**Run 1: routing congestion**

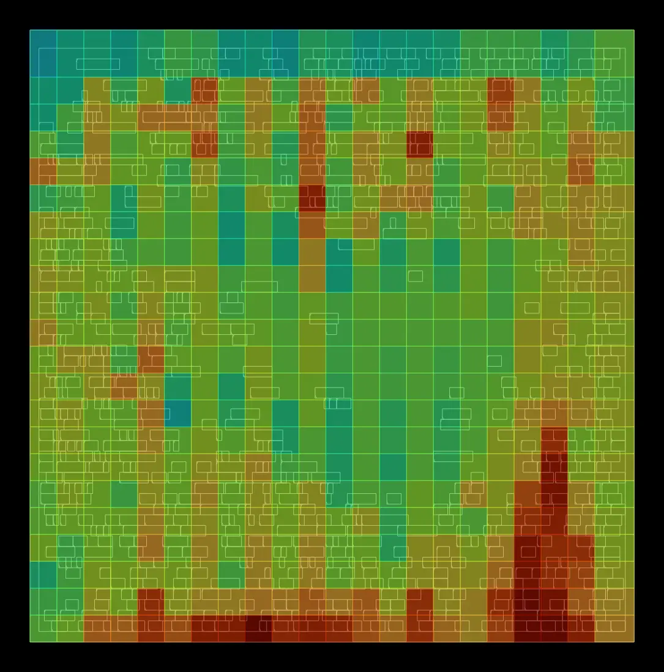
**Run 1: gate-type map**

(2 px per um)
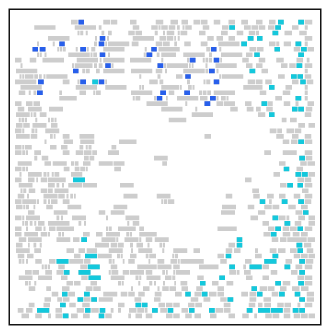
**Run 1: register map, names as in the netlist**

(3 px per um) Other sequential cells in the stronger grey, the rest of the logic in the fainter grey.
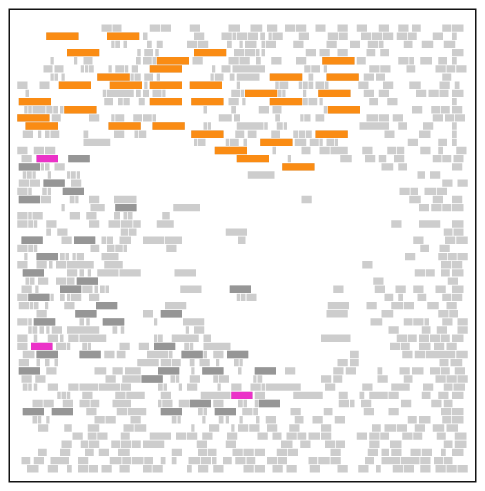
Design alu_arbiter_flat, sky130hd; sources not shown.
==> run_results.csv, run 1 <==
group,metric,value,unit
power_and_ir_drop,power.net_switching,0.8879,mW
detailed_routing,wl_per_cell,21.76,um
synth,ys.flops,70,
cts,cts-root-buf,"clkbuf_16",
layout,final_cell_mix,"clkdlybuf4s50_1 (296), nand2_1 (87), a22o_1 (82)",
synth,synthSimpleGateAreaFrac,0.1850,
power_and_ir_drop,clockPowerShare,0.326,
synth,ys.warnings.count,0,
power_and_ir_drop,powerComb,1.06,mW
layout,comb_area,0.002175,mm^2
cts,cts_hold_buf,0,
synth,synthTopLogicFamily,"AND-OR/OR-AND gates",
power_and_ir_drop,ir_drop,0.2551,mV
global_route,antenna_found_initial,13,
synth,yosysUniqueCellTypes,30,
placed_design,dp_hpwl,20200,um
worst_hold_path,hold_class,"reg -> reg",
floorplanning,n_tap_cell,285,
cts,cts_made_buffers,9,
setup_path,arrival,2.51,ns
setup_path,start_kind,"primary input",
timing,worst_pin_slew,0.4291,ns
placed_design,dp_slack,-0.7775,ns
synth,yosys_cells,445,
run_status,status,"complete, no violations",
## Picture notes: 'routing congestion'
met3 Track Usage GR: 0.09251
GR Util met2: 0.3081

## Picture notes: 'gate-type map'
XOR/XNOR gates: shown in blue, cells 28, most used xnor2_1. AND-OR and OR-AND gates: shown in cyan, cells 94, most used a22o_1, where all over the die.
highest-count logic cell in the final layout: clkdlybuf4s50_1
fraction of area in multi-input gates: 0.2381
Final Non-Filler Cells: 1152

## Picture notes: 'register map, names as in the netlist'
u_core.grant_cnt_reg: shown in orange, sequential cells 32. u_core.bus.rsp_flags: shown in magenta, sequential cells 3.
Reg area: 0.001722 mm^2
P_seq: 0.929 mW
fraction of area in registers: 0.1885
final core utilization: 0.4059

[run 1: worst reg2reg max path, cell delays in order (launching register included)]
cell and delay [ns]:
edfxtp_1 0.42, ha_1 0.21, nand3_1 0.26, nor4_1 0.51, a31o_2 0.43, nand2_1 0.09, buf_4 0.21
[run 1: layer usage]
layer | up-vias | part of all wire
met5 | - | 0.00036
met4 | 2 | 0.028
met3 | 26 | 0.099
met2 | 225 | 0.46
met1 | 2318 | 0.41
li1 | 2444 | -
[run 1: per-stage QoR]
step           setup TNS (ns)  std cells
2_1_floorplan          -83.71        411
3_3_place_gp           -61.24       1116
3_5_place_dp           -65.44       1116
4_1_cts                     0       1140
5_1_grt             -0.002736       1152
6_report                    0       1152
--- run 2 (diff from run 1) ---
SLEW_MARGIN = 15   (was 20)
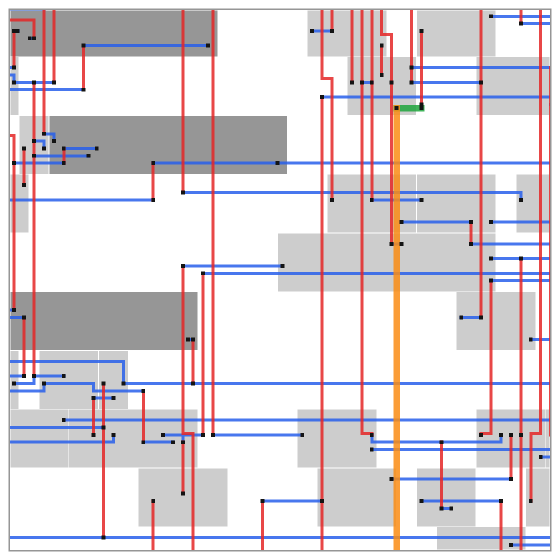
**Above:** run 2 (layout detail).
Region (104, 105) to (129, 130) um. Cells in grey, sequential cells in the stronger grey; small squares are vias.
met4: shown in orange. met1: shown in blue. met3: shown in green. met2: shown in red.
Sequential cells in the window: 3. 21 logic cells have their middle in the window. Most frequent: clkdlybuf4s50_1 (8), edfxtp_1 (3).

==> run 2 against run 1 <==
Combinational power hardly changed. Sequential cell count stayed put. Non-clock buffer count stayed put. Fmax stayed put. Wire length stayed put. Area after synthesis stayed put. Worst setup slack stayed put. Power stayed put. Critical path depth stayed put. Sequential power hardly changed. Critical path type unchanged.
==> run_results.csv, run 2 <==
group,metric,value,unit
run_status,status,"complete, no violations",
detailed_routing,top_layer,"met5",
power_and_ir_drop,power.net_switching,0.8879,mW
timing,hold_ws,0.4536,ns
power_and_ir_drop,fin_total_pwr,2.946,mW
global_route,grt_pass1_wl,35050,um
synth,yosys_cells,445,
floorplanning,n_tap_cell,285,
cts,cts-root-buf,"clkbuf_16",
layout,comb_area_frac,0.2381,
layout,final_cell_mix,"clkdlybuf4s50_1 (296), nand2_1 (87), a22o_1 (82)",
floorplanning,die_x,155,um
power_and_ir_drop,ir_drop,0.2551,mV
cts,clock-sinks,70,
layout,clk_share,0.03534,
synth,yosysUniqueCellTypes,30,
worst_hold_path,hold_class,"reg -> reg",
layout,utilization,0.4059,
layout,layout.cells.most_common,"clkdlybuf4s50_1",
layout,comb_area,0.002175,mm^2
placed_design,dp_hpwl,20200,um
global_route,grt_use_met2,0.3081,
timing,tns,0,ns
synth,syn_avg_cell_area,8.893,um^2
layout,seqCellArea,0.001722,mm^2
placed_design,dp_slack,-0.7775,ns
synth,ys.flops,70,
detailed_routing,met1_length,10350,um
power_and_ir_drop,p_seq,0.929,mW
setup_path,start_kind,"primary input",
global_route,antenna_found_initial,13,
cts,h-tree-depth,3,
global_route,grt_use_met3,0.09251,
detailed_routing,drtIter0Drc,262,
setup_path,arrival,2.51,ns
placed_design,dp.cells,1116,
detailed_routing,wl_per_cell,21.76,um
cts,cts_hold_buf,0,
power_and_ir_drop,clockPowerShare,0.326,
detailed_routing,wl_met2,11530,um
cts,cts_made_buffers,9,
synth,ys_area,0.003958,mm^2
timing,worst_slack,0.04183,ns
power_and_ir_drop,powerComb,1.06,mW
layout,stdcell_count,1152,
flow_run,warnings,27,
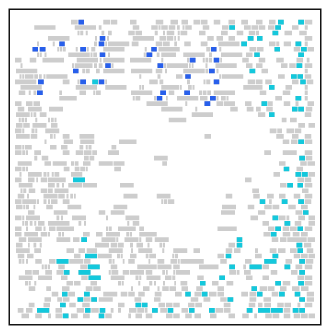
**Above:** run 2 (gate-type map).
(2 px per um)
XOR/XNOR gates: shown in blue, cells 28, most used xnor2_1. AND-OR and OR-AND gates: shown in cyan, cells 94, most used a22o_1, where all over the die.

run 2: cell counts in the layout (fill, tap and decap cells not counted):
Identical to the previous run, type by type.
run 2: what timing repair did:
action / CTS / global route
buffers inserted: 3 / 0
pin swaps: 4 / 3
cloned: 5 / 0
setup endpoints to repair: 98 / 70
gates resized: 292 / 10
run 2: cells by family after synthesis:
kind of cell | Yosys count | synth area share
AND-OR/OR-AND | 135 | 0.2627
AND/OR/NAND/NOR | 166 | 0.1850
flip-flops | 70 | 0.4350
buffers and inverters | 44 | 0.04900
XOR/XNOR | 28 | 0.06197
adder cells (fa/ha/maj) | 2 | 0.006322
run 2: worst max-delay path, delay by kind of cell:
kind	cells	cell delay, ns
compound gates	1	0.24
simple gates	2	0.25
buf+inv	6	0.91
Power is estimated from default activity; no workload was simulated.
